density.png
The die is cut into 8 by 6 equal tiles; white is low, dark blue is high, 0 to 100% covered.
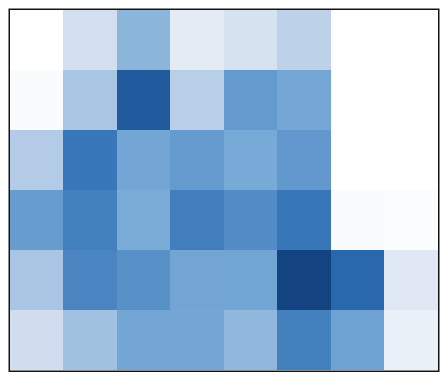
registers.png
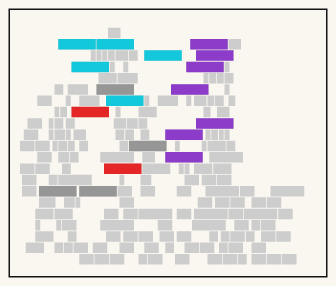
final_placement.png
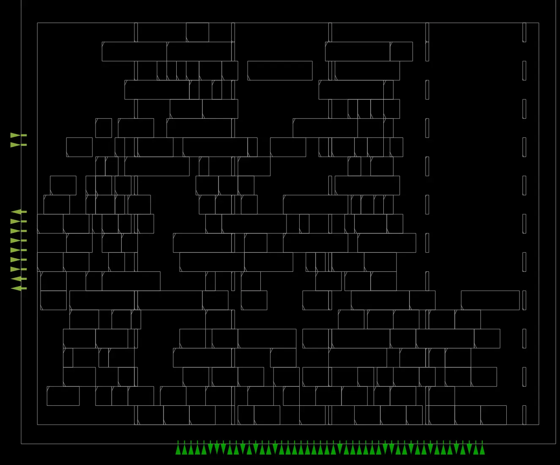
met1.png
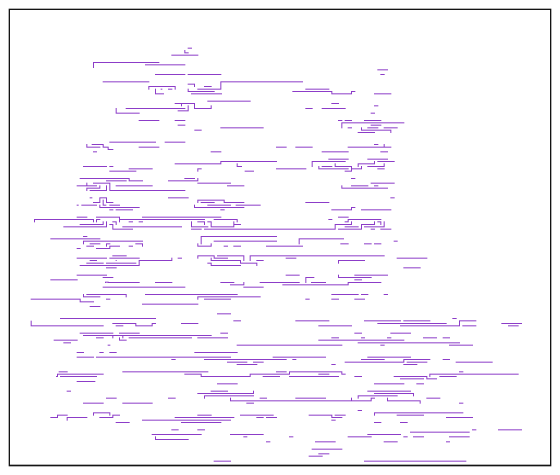
==> src/rtl/uart_tx_arbiter_if.sv <==
// uart_tx_arbiter_if: per-requester byte handshake plus UART FIFO push signals
interface uart_tx_arbiter_if #(
  parameter int NUM_REQ    = 4,
  parameter int DATA_WIDTH = 8
);
  logic [NUM_REQ-1:0]            req_valid;
  logic [NUM_REQ*DATA_WIDTH-1:0] req_data;
  logic [NUM_REQ-1:0]            req_last;
  logic [NUM_REQ-1:0]            req_ready;
  logic [DATA_WIDTH-1:0]         tx_byte;
  logic                          tx_push;
  logic                          tx_full;
  modport master (output req_valid, req_data, req_last, tx_full, input req_ready, tx_byte, tx_push);
  modport slave  (input req_valid, req_data, req_last, tx_full, output req_ready, tx_byte, tx_push);
endinterface

==> src/rtl/uart_tx_arbiter.sv <==
// uart_tx_arbiter: round-robin, message-granular sharing of one UART TX FIFO; UART_ARB_TAG_EN prefixes each grant with an ASCII id tag
module uart_tx_arbiter #(
  parameter int NUM_REQ      = 4,
  parameter int DATA_WIDTH   = 8,
  parameter int MAX_BURST    = 64,
  parameter int IDLE_TIMEOUT = 16
) (
  input  logic                       clk,
  input  logic                       reset,
  uart_tx_arbiter_if.slave           bus,
  output logic [$clog2(NUM_REQ)-1:0] grant_id,
  output logic                       busy
);
  localparam int IW = $clog2(NUM_REQ);
  localparam int BW = $clog2(MAX_BURST + 1);
  localparam int TW = $clog2(IDLE_TIMEOUT + 1);
  typedef enum logic [1:0] {IDLE, GRANT, RELEASE} state_t;
  state_t state, state_nx;
  logic [IW-1:0] ptr, pick, idx;
  logic [BW-1:0] burst_cnt;
  logic [TW-1:0] idle_cnt;
  logic any_req, cur_valid, cur_last, accept, release_now, tag_push, tag_pend;
  logic [DATA_WIDTH-1:0] cur_data, tag_byte;
  assign cur_valid = bus.req_valid[grant_id];
  assign cur_last  = bus.req_last[grant_id];
  assign cur_data  = DATA_WIDTH'(bus.req_data >> (DATA_WIDTH * int'(grant_id)));
  assign tag_byte  = DATA_WIDTH'(8'h30 + 8'(grant_id));
  assign busy      = state != IDLE;
  // Pick the first valid requester at or after the round-robin pointer; scanning backwards lets the nearest one win
  always_comb begin
    pick = ptr;
    any_req = 1'b0;
    idx = '0;
    for (int k = NUM_REQ - 1; k >= 0; k--) begin
      idx = IW'((int'(ptr) + k) % NUM_REQ);
      if (bus.req_valid[idx]) begin
        pick = idx;
        any_req = 1'b1;
      end
    end
  end
`ifdef UART_ARB_TAG_EN
  // Arm the id tag on every new grant and drop it once pushed or when the grant ends
  always_ff @(posedge clk or negedge reset)
    if (!reset) tag_pend <= 1'b0;
    else if (state == IDLE && any_req) tag_pend <= 1'b1;
    else if (tag_push || state != GRANT) tag_pend <= 1'b0;
  assign tag_push = state == GRANT && tag_pend && !bus.tx_full;
`else
  assign tag_pend = 1'b0;
  assign tag_push = 1'b0;
`endif
  // Next state: a grant ends on a last byte, a full burst, or the granted requester going quiet too long
  always_comb begin
    accept = state == GRANT && !bus.tx_full && !tag_pend && cur_valid;
    release_now = (accept && (cur_last || burst_cnt == BW'(MAX_BURST - 1))) ||
                  (!cur_valid && idle_cnt == TW'(IDLE_TIMEOUT - 1));
    state_nx = state == IDLE ? (any_req ? GRANT : IDLE) :
               state == RELEASE ? IDLE : (release_now ? RELEASE : GRANT);
  end
  assign bus.req_ready = (state == GRANT && !bus.tx_full && !tag_pend) ? NUM_REQ'(1) << grant_id : '0;
  assign bus.tx_push   = accept || tag_push;
  assign bus.tx_byte   = tag_push ? tag_byte : accept ? cur_data : '0;
  // State register
  always_ff @(posedge clk or negedge reset)
    if (!reset) state <= IDLE;
    else state <= state_nx;
  // Grant holder, round-robin pointer and per-grant burst/idle counters
  always_ff @(posedge clk or negedge reset)
    if (!reset) begin
      grant_id  <= '0;
      ptr       <= '0;
      burst_cnt <= '0;
      idle_cnt  <= '0;
    end else begin
      if (state == IDLE && any_req) grant_id <= pick;
      if (state == RELEASE) ptr <= grant_id == IW'(NUM_REQ - 1) ? '0 : grant_id + IW'(1);
      burst_cnt <= state == GRANT ? burst_cnt + BW'(accept) : '0;
      idle_cnt  <= (state == GRANT && !cur_valid) ? idle_cnt + TW'(1) : '0;
    end
endmodule

==> src/flat_wrapper.sv <==
// flat-port wrapper written by rule: the top's interface ports become plain ports
module uart_tx_arbiter_flat 
#(
  parameter int NUM_REQ      = 4,
  parameter int DATA_WIDTH   = 8,
  parameter int MAX_BURST    = 64,
  parameter int IDLE_TIMEOUT = 16
)
  (clk, reset, grant_id, busy, bus_req_valid, bus_req_data, bus_req_last, bus_tx_full, bus_req_ready, bus_tx_byte, bus_tx_push);
  uart_tx_arbiter_if #(.NUM_REQ(NUM_REQ), .DATA_WIDTH(DATA_WIDTH)) bus_i ();
  input  logic clk;
  input  logic reset;
  output logic [$clog2(NUM_REQ)-1:0] grant_id;
  output logic busy;
  input wire logic [$bits(bus_i.req_valid)-1:0] bus_req_valid;
  input wire logic [$bits(bus_i.req_data)-1:0] bus_req_data;
  input wire logic [$bits(bus_i.req_last)-1:0] bus_req_last;
  input wire logic [$bits(bus_i.tx_full)-1:0] bus_tx_full;
  output wire logic [$bits(bus_i.req_ready)-1:0] bus_req_ready;
  output wire logic [$bits(bus_i.tx_byte)-1:0] bus_tx_byte;
  output wire logic [$bits(bus_i.tx_push)-1:0] bus_tx_push;
  assign bus_i.req_valid = bus_req_valid;
  assign bus_i.req_data = bus_req_data;
  assign bus_i.req_last = bus_req_last;
  assign bus_i.tx_full = bus_tx_full;
  assign bus_req_ready = bus_i.req_ready;
  assign bus_tx_byte = bus_i.tx_byte;
  assign bus_tx_push = bus_i.tx_push;
  uart_tx_arbiter #(.NUM_REQ(NUM_REQ), .DATA_WIDTH(DATA_WIDTH), .MAX_BURST(MAX_BURST), .IDLE_TIMEOUT(IDLE_TIMEOUT)) u_core (.clk(clk), .reset(reset), .bus(bus_i), .grant_id(grant_id), .busy(busy));
endmodule
==> config.mk <==
export PLATFORM = sky130hd
export DESIGN_NAME = uart_tx_arbiter_flat
export DESIGN_NICKNAME = d
export VERILOG_FILES = /design/src/rtl/uart_tx_arbiter_if.sv /design/src/rtl/uart_tx_arbiter.sv /design/src/flat_wrapper.sv
export SDC_FILE = /design/constraint.sdc
export NUM_CORES = 1
export LEC_CHECK = 0
export CAP_MARGIN = 20
export CELL_PAD_IN_SITES_DETAIL_PLACEMENT = 0
export CELL_PAD_IN_SITES_GLOBAL_PLACEMENT = 1
export CORE_AREA = 2 2 74 62
export CTS_CLUSTER_DIAMETER = 40
export DETAILED_ROUTE_END_ITERATION = 10
export DIE_AREA = 0 0 76 64
export PLACE_DENSITY = 0.83
export SYNTH_ARGS = -nofsm -noshare
export SYNTH_HDL_FRONTEND = slang
export SYNTH_SLANG_ARGS = --single-unit
==> constraint.sdc <==
create_clock -name clk -period 3.8 [get_ports clk]
set_input_delay 0.57 -clock clk [delete_from_list [all_inputs] [get_ports clk]]
set_output_delay 0.57 -clock clk [all_outputs]
set_load 0.01 [all_outputs]
==> job_summary.md <==
### Metrics collected by this job

| Metric | Value |
|---|---|
| Outcome | `finished, final reports clean` |
| Register-to-Register Path Depth | `7` |
| Share of layout cells above drive strength 1 | `11.2%` |
| Startpoint Class | `input pin` |
| Crit path required time | `3.23 ns` |
| GRT Total Usage | `14.2%` |
| Hold path endpoint | `u_core.idle_cnt[0]$_DFF_PN0_` |
| Int Power | `0.607 mW` |
| Worst Path Buf+Inv | `2` |
| Logic area | `767 um2` |
| Largest cell class by area | `multi-input combinational cells` |
| Arr. time, crit path | `2.60 ns` |
| Hold-fix buffers, CTS | `0` |
| Storage cell area | `450 um2` |
| Worst path cell trace | `clkdlybuf4s50_1 -> mux4_2 -> nor3b_4 -> and2_1 -> clkdlybuf4s50_1` |
| Post-cts resize count | `0` |
| Synth area leader | `dfrtp_1` |
| Sw Ratio | `34.5%` |
| Vias | `1091` |
| Die W | `76 um` |
| Syn_area_per_cell | `10.6 um2` |
| Clock power share | `16.3%` |
| Most frequent cells in the layout | `clkdlybuf4s50_1, dfrtp_1, nor2_1, and2_1, mux4_2` |
| Max FFs per register | `7` |
| Static Leakage | `0.801 nW` |
| Most common cell in the netlist | `dfrtp_1` |
| VDD IR max | `0.315 mV` |
| Gpl congestion | `0.849` |
| Main area contributors | `dfrtp_1, mux4_2, ha_1, and2_1, nor2_1` |
| Worst skew pair latency | `0.25 ns` |
| Asr flop ratio synth | `100%` |
| Pre-antenna DRT Iters | `4` |
| IO Count | `59` |
| Gr ovfl total | `0` |
| Max Transition Viols Final | `0` |
| Reported sequential group power | `0.293 mW` |
| Crit-path most repeated cell | `clkdlybuf4s50_1` |
| Dominant cell area share | `35.9%` |
| Vias per cell | `4.62` |
| DRT antenna net count | `0` |
| Final-report hold violation count | `0` |
| Fin nets | `232` |
| Number of enable flip-flop cells | `0` |
| Combinational power share | `52.1%` |
| Area delta synth->final | `55.9%` |
| Total Wirelength | `3270 um` |
| Yosys stat cell total | `119` |
| Sequential cell count | `18` |
| Crit share post-route | `83.4%` |
| Highest routed layer | `met3` |
| Post-synthesis xor/xnor area fraction | `3.49%` |
| Avg WL per Cell | `13.8 um` |
| M1 GR Usage | `17.7%` |
| Top achievable clock speed | `315 MHz` |
| Ys flop type | `dfrtp_1` |
| Clock Path Buffers | `2` |
| GR Util met3 | `2.54%` |
| Reg2reg start | `u_core.grant_id[1]$_DFFE_PN0P_` |
| FA/HA/MAJ Cells, Area Fraction | `8.96%` |
| Cell Type Count | `33` |
| Setup Fix Bufs, Post-CTS | `0` |
| Largest registers | `u_core.burst_cnt (7), u_core.idle_cnt (5)` |
| Initial antenna violation count | `0` |
| Die area | `4860 um2` |
| Hold crit path type | `flip-flop to flip-flop` |
| Tap cells | `57` |
| Pin count of the biggest net entering global routing | `19` |
| Hold Crit Start | `u_core.idle_cnt[0]$_DFF_PN0_` |
| Psw | `0.320 mW` |
| Syn Std Cell Area | `1260 um2` |
| Clock period minus worst slack | `3.17 ns` |
| And-or/or-and share of the synthesized area | `7.47%` |
| Slew headroom | `47.3%` |
| Comb group | `0.483 mW` |
| CP max stage delay | `0.55 ns` |
| Reg-to-reg slack, setup | `1.17 ns` |
| Cts bufs inserted | `3` |
| Synth flops | `18` |
| Final Power | `0.927 mW` |
| Inverters | `7` |
| Clkbuf count | `4` |
| Depth of the CTS H-tree | `1` |
| Final worst slack | `0.630 ns` |
| Largest Register | `u_core.burst_cnt` |
| Final-layout clock-cell area share | `2.81%` |
| Worst Setup EP | `bus_tx_byte[4]` |
| CTS tree | `done` |
| Reg power frac | `31.6%` |
| Worst setup path start | `bus_req_valid[1]` |
| Most frequent logic cell in the layout | `clkdlybuf4s50_1` |
| Top Consumer | `combinational cells` |
| Seq/Total Area, Yosys | `35.9%` |
| Fin util | `48.1%` |
| Worst-path clk slew | `0.07 ns` |
| Multi-input gate share of total cell area | `39.2%` |
| Design Area, Final | `1960 um2` |
| FP Util | `30.8%` |
| Tool warning count | `30` |
| Reg-to-Reg End | `u_core.burst_cnt[6]$_DFF_PN0_` |
| Die height | `64 um` |
| Core Box Area | `4070 um2` |
| Syn. warnings | `0` |
| WHS | `0.456 ns` |
| IO buf count | `58` |
| Critical Path Slowest Stage Cell | `clkdlybuf4s50_1` |
| Comb gates | `91` |
| Fraction of area in non-clock buffers | `30.0%` |
| Top cells by count, synth | `dfrtp_1, nor2_1, and2_1` |
| Max-cap violations | `0` |
| M1 WL | `1370 um` |
| Drt first-iter violations | `34` |
| Multiplexer share | `18.8%` |
| CP Class | `input pin to output pin` |
| Placed cells | `232` |
| DRC viols | `0` |
| CP max FO | `12` |
| Area after DPL | `1900 um2` |
| Pre-CTS setup slack | `0.620 ns` |
| Stages on the worst setup path | `5` |
| Met3 routed WL | `123 um` |
| Gr busiest metal | `met2` |
| YS chip area | `1260 um2` |
| Vias in the first global route | `1145` |
| Setup_tns | `0 ns` |
| CP endpoint kind | `output pin` |
| CTS Root Cell | `clkbuf_8` |
| Detailed placement HPWL | `2720 um` |
| Worst Tran Pin Value | `0.789 ns` |
| Clk pwr | `0.151 mW` |
-- density.png (at the start) --
The emptiest ninth of the die: upper right. The fullest tile reaches 93%. 6.2% of the tiles are over 75% full. The mean over all tiles is 39%.

-- registers.png (at the start) --
Key: u_core.grant_id = red [flops 2]; u_core.idle_cnt = cyan [flops 5]; u_core.burst_cnt = purple [flops 7]

-- final_placement.png (at the start) --
Row Count: 21
sequential cell area share: 23.0%
post-route insts no fill: 236
# fillers: 372

-- met1.png (at the start) --
The longest straight run is 19.8 um. The layer carries 1370 um of wire. 206 nets have wire on it. The wires run mostly horizontal.

Power figures rest on the tool's default switching activity, not on a simulated workload.
